==> config.mk <==
export PLATFORM = sky130hd
export DESIGN_NAME = const_tune_ctrl
export DESIGN_NICKNAME = d
export VERILOG_FILES = /design/src/rtl/const_tune_pkg.sv /design/src/rtl/btn_debounce.sv /design/src/rtl/const_tune_ctrl.sv
export SDC_FILE = /design/constraint.sdc
export NUM_CORES = 1
export LEC_CHECK = 0
export CAP_MARGIN = 40
export CORE_ASPECT_RATIO = 0.6
export CORE_MARGIN = 3
export CORE_UTILIZATION = 45
export DETAILED_ROUTE_END_ITERATION = 12
export PLACE_DENSITY = 0.66
export SYNTH_ARGS = -nofsm -noshare
export SYNTH_HDL_FRONTEND = slang
export SYNTH_SLANG_ARGS = --single-unit
==> constraint.sdc <==
create_clock -name clk -period 3.4 [get_ports clk]
set_input_delay 0.85 -clock clk [delete_from_list [all_inputs] [get_ports clk]]
set_output_delay 0.85 -clock clk [all_outputs]
set_load 0.005 [all_outputs]
==> src/rtl/const_tune_pkg.sv <==
// Shared constants, selection encodings and repeat-FSM state type for the
// PID constant front-panel controller.
package const_tune_pkg;

    localparam int NUM_CHAN  = 5;
    localparam int NUM_FIELD = 3;

    localparam logic [3:0] CH_5V = 4'd0;
    localparam logic [3:0] CH_33 = 4'd1;
    localparam logic [3:0] CH_15 = 4'd2;
    localparam logic [3:0] CH_12 = 4'd3;
    localparam logic [3:0] CH_FB = 4'd4;

    localparam logic [3:0] FLD_KI  = 4'd0;
    localparam logic [3:0] FLD_KP  = 4'd1;
    localparam logic [3:0] FLD_TGT = 4'd2;

    typedef enum logic [1:0] {
        ST_IDLE   = 2'd0,
        ST_DELAY  = 2'd1,
        ST_REPEAT = 2'd2
    } rpt_state_t;

    // Wrapping increment; anything at or past the last legal code returns to 0.
    function automatic logic [3:0] wrapInc(input logic [3:0] v, input logic [3:0] last);
        return (v >= last) ? 4'd0 : v + 4'd1;
    endfunction

endpackage

==> src/rtl/btn_debounce.sv <==
// One push-button front end: 2-FF synchronizer, debounce counter, accepted
// level and a one-cycle press pulse on each accepted 0->1 change.
module btn_debounce #(
    parameter int DEBOUNCE_CYCLES = 50000
) (
    input  logic clk,
    input  logic n_rst,
    input  logic btn,
    output logic level,
    output logic press
);

    localparam int CW = $clog2(DEBOUNCE_CYCLES);

    logic [1:0]    r_sync;
    logic [CW-1:0] r_cnt;
    logic          r_level;
    logic          r_press;

    // The counter only runs while the synchronized sample disagrees with the
    // accepted level, so a single agreeing sample restarts the qualification.
    always_ff @(posedge clk or negedge n_rst) begin
        if (!n_rst) begin
            r_sync  <= 2'b00;
            r_cnt   <= '0;
            r_level <= 1'b0;
            r_press <= 1'b0;
        end else begin
            r_sync  <= {r_sync[0], btn};
            r_press <= 1'b0;
            if (r_sync[1] == r_level) begin
                r_cnt <= '0;
            end else if (r_cnt == CW'(DEBOUNCE_CYCLES - 1)) begin
                r_cnt   <= '0;
                r_level <= r_sync[1];
                r_press <= r_sync[1];
            end else begin
                r_cnt <= r_cnt + 1'b1;
            end
        end
    end

    assign level = r_level;
    assign press = r_press;

endmodule

==> src/rtl/const_tune_ctrl.sv <==
// Front-panel initiator: debounced buttons drive channel/field selection and
// inc/dec pulses. Hold-to-repeat is built only when TUNE_AUTOREPEAT_EN is defined.
module const_tune_ctrl
    import const_tune_pkg::*;
#(
    parameter int DEBOUNCE_CYCLES = 50000,
    parameter int REPEAT_DELAY    = 25000000,
    parameter int REPEAT_PERIOD   = 5000000
) (
    input  logic       clk,
    input  logic       n_rst,
    input  logic       btn_up,
    input  logic       btn_down,
    input  logic       btn_field,
    input  logic       btn_chan,
    output logic       inc_const,
    output logic       dec_const,
    output logic [3:0] choose_c,
    output logic [3:0] choose
);

    logic w_levelUp, w_levelDown, w_levelField, w_levelChan;
    logic w_pressUp, w_pressDown, w_pressField, w_pressChan;
    logic w_selChange, w_upEv, w_dnEv, w_anyEv;
    logic w_incReq, w_decReq;
    logic w_unusedLvl;

    logic       r_inc;
    logic       r_dec;
    logic [3:0] r_chooseC;
    logic [3:0] r_choose;

    btn_debounce #(.DEBOUNCE_CYCLES(DEBOUNCE_CYCLES)) u_dbUp (
        .clk(clk), .n_rst(n_rst), .btn(btn_up), .level(w_levelUp), .press(w_pressUp)
    );
    btn_debounce #(.DEBOUNCE_CYCLES(DEBOUNCE_CYCLES)) u_dbDown (
        .clk(clk), .n_rst(n_rst), .btn(btn_down), .level(w_levelDown), .press(w_pressDown)
    );
    btn_debounce #(.DEBOUNCE_CYCLES(DEBOUNCE_CYCLES)) u_dbField (
        .clk(clk), .n_rst(n_rst), .btn(btn_field), .level(w_levelField), .press(w_pressField)
    );
    btn_debounce #(.DEBOUNCE_CYCLES(DEBOUNCE_CYCLES)) u_dbChan (
        .clk(clk), .n_rst(n_rst), .btn(btn_chan), .level(w_levelChan), .press(w_pressChan)
    );

    assign w_unusedLvl = w_levelField ^ w_levelChan;

    // Adjust requests are suppressed while the selection is moving so the
    // store never edits a field that is being deselected.
    assign w_selChange = w_pressChan | w_pressField;
    assign w_upEv      = w_pressUp & ~w_pressDown & ~w_selChange;
    assign w_dnEv      = w_pressDown & ~w_pressUp & ~w_selChange;
    assign w_anyEv     = w_upEv | w_dnEv;

    always_ff @(posedge clk or negedge n_rst) begin
        if (!n_rst) begin
            r_chooseC <= CH_5V;
            r_choose  <= FLD_KI;
        end else if (w_pressChan) begin
            r_chooseC <= wrapInc(r_chooseC, 4'(NUM_CHAN - 1));
            r_choose  <= FLD_KI;
        end else if (w_pressField) begin
            r_choose <= wrapInc(r_choose, 4'(NUM_FIELD - 1));
        end
    end

`ifdef TUNE_AUTOREPEAT_EN
    localparam int RPT_MAX = (REPEAT_DELAY > REPEAT_PERIOD) ? REPEAT_DELAY : REPEAT_PERIOD;
    localparam int RCW     = (RPT_MAX > 2) ? $clog2(RPT_MAX) : 1;

    rpt_state_t     r_state;
    logic           r_dirUp;
    logic [RCW-1:0] r_rptCnt;
    logic           w_latchedLvl, w_oppLvl, w_exit, w_rptFire;

    assign w_latchedLvl = r_dirUp ? w_levelUp : w_levelDown;
    assign w_oppLvl     = r_dirUp ? w_levelDown : w_levelUp;
    assign w_exit       = (r_state != ST_IDLE) && (!w_latchedLvl || w_oppLvl);
    assign w_rptFire    = !w_exit && !w_anyEv &&
                          (((r_state == ST_DELAY)  && (r_rptCnt == RCW'(REPEAT_DELAY - 1))) ||
                           ((r_state == ST_REPEAT) && (r_rptCnt == RCW'(REPEAT_PERIOD - 1))));

    // A fresh single-direction press always (re)starts the delay phase; release
    // or the opposite button aborts silently.
    always_ff @(posedge clk or negedge n_rst) begin
        if (!n_rst) begin
            r_state  <= ST_IDLE;
            r_dirUp  <= 1'b0;
            r_rptCnt <= '0;
        end else if (w_anyEv) begin
            r_state  <= ST_DELAY;
            r_dirUp  <= w_upEv;
            r_rptCnt <= '0;
        end else if (w_exit) begin
            r_state  <= ST_IDLE;
            r_rptCnt <= '0;
        end else if (w_rptFire) begin
            r_state  <= ST_REPEAT;
            r_rptCnt <= '0;
        end else if (r_state != ST_IDLE) begin
            r_rptCnt <= r_rptCnt + 1'b1;
        end
    end

    assign w_incReq = ~w_selChange & (w_upEv | (w_rptFire &  r_dirUp));
    assign w_decReq = ~w_selChange & (w_dnEv | (w_rptFire & ~r_dirUp));
`else
    logic w_unusedRpt;

    assign w_unusedRpt = w_levelUp ^ w_levelDown ^ (REPEAT_DELAY != 0) ^ (REPEAT_PERIOD != 0);
    assign w_incReq    = w_upEv;
    assign w_decReq    = w_dnEv;
`endif

    always_ff @(posedge clk or negedge n_rst) begin
        if (!n_rst) begin
            r_inc <= 1'b0;
            r_dec <= 1'b0;
        end else begin
            r_inc <= w_incReq;
            r_dec <= w_decReq;
        end
    end

    assign inc_const = r_inc;
    assign dec_const = r_dec;
    assign choose_c  = r_chooseC;
    assign choose    = r_choose;

endmodule
==> results.txt <==
Switching Fraction: 21.2%
Setup_tns: 0 ns
Flop count: 90
M1 WL: 3920 um
Synth area leaders: dfrtp_1, xnor2_1, nor2_1
WHS Path Cells: 0
Outcome: complete, no violations
Avg Vias per Cell: 5.17
Clkbuf count: 13
Largest class: flip-flops and latches
Worst-path fanout max: 5
Worst flop-to-flop path startpoint: u_dbDown.r_cnt[12]
Clk cell area share: 5.86%
Clk slew on worst S/H paths: 0.06 ns
N_taps: 112
Post-synthesis cell type count: 34
Fin Clk Skew: 0.00307 ns
Most instantiated cells after synthesis: dfrtp_1, nor2_1, xnor2_1
Final Hold Viols: 0
Worst Setup EP: choose[1]
CP max stage cell: clkdlybuf4s50_1
P&R area growth vs syn: 13.5%
Net Switching: 441 uW
Ant. Diodes: 0
Adder-cell share of the synthesized area: 2.14%
Top Layout Cells: dfrtp_1, nor2_1, xnor2_1, nand3_1, nor4_1
R2R cell count: 4
Final Power: 2.08 mW
Max Used Layer: met4
Pre-CTS setup slack: 1.37 ns
Terminus of the critical flop-to-flop path: u_dbDown.r_cnt[11]
Synth Register Bits: 90
RSZ-0062 raised after global routing: no
# IOs: 16
Cell area after synthesis: 4100 sq um
Util after Layout: 53.6%
Final std cells w/o fill: 519
Critical path class: register to output port
Dominant cell area share: 54.9%
Routed Antenna Nets: 0
Fp util: 47.2%
Sink Count: 90
PD cells: 447 nW/um^2
Final net count: 416
Worst hold path type: register to register
Met3 Routed Length: 296 um
Count of cells resized by post-cts repair: 0
Leak: 1.91 nW
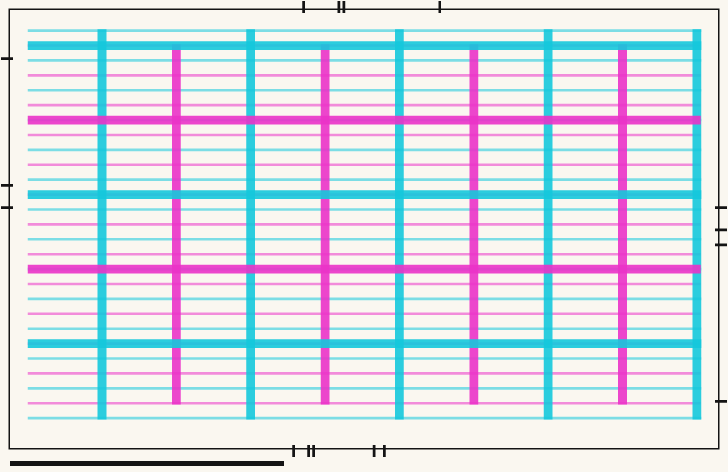
**Above:** PDN straps and rails.
Scale bar: 50 um. Pins as bars on the die edge.
net	color
VDD	magenta
VSS	cyan
rows	26
met5 straps	5
met4 straps	9
signal pins	16
met1 rails	27
die width: 129 um
die height: 79.9 um
worst vdd rail ir drop: 0.303 mV
Core Box Area: 8690 sq um

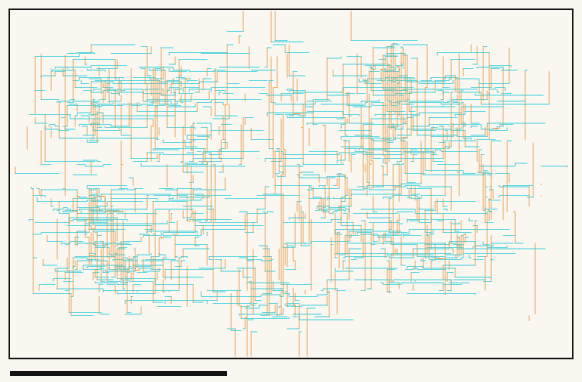
**Above:** signal wires by layer.
Scale bar: 50 um. Two of the layers only.
layer	color	wire length
M2	orange	3100 um
M1	cyan	3920 um
DR WL/cell: 14.2 um
vias: 2681

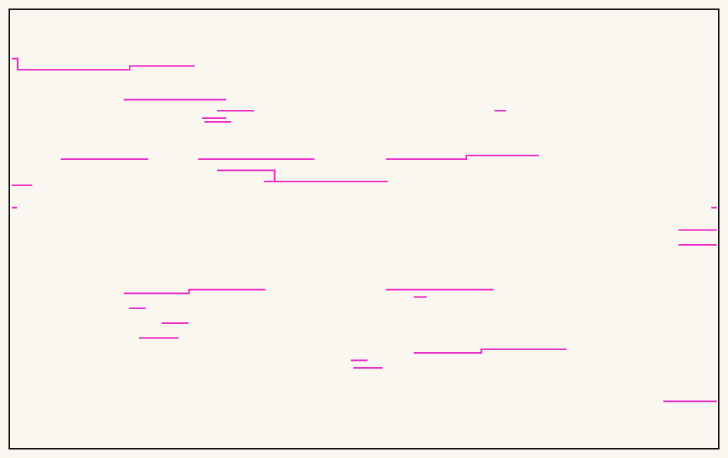
**Above:** metal 3.
wire length on this layer	296 um
main direction	horizontal
longest straight run	22.3 um
share of all routed wire	4.0%
nets with wire on the layer	19
overall routed net length: 7390 um
met3 usage: 5.41%

No activity file was given, so power comes from the tool's default toggle rates.
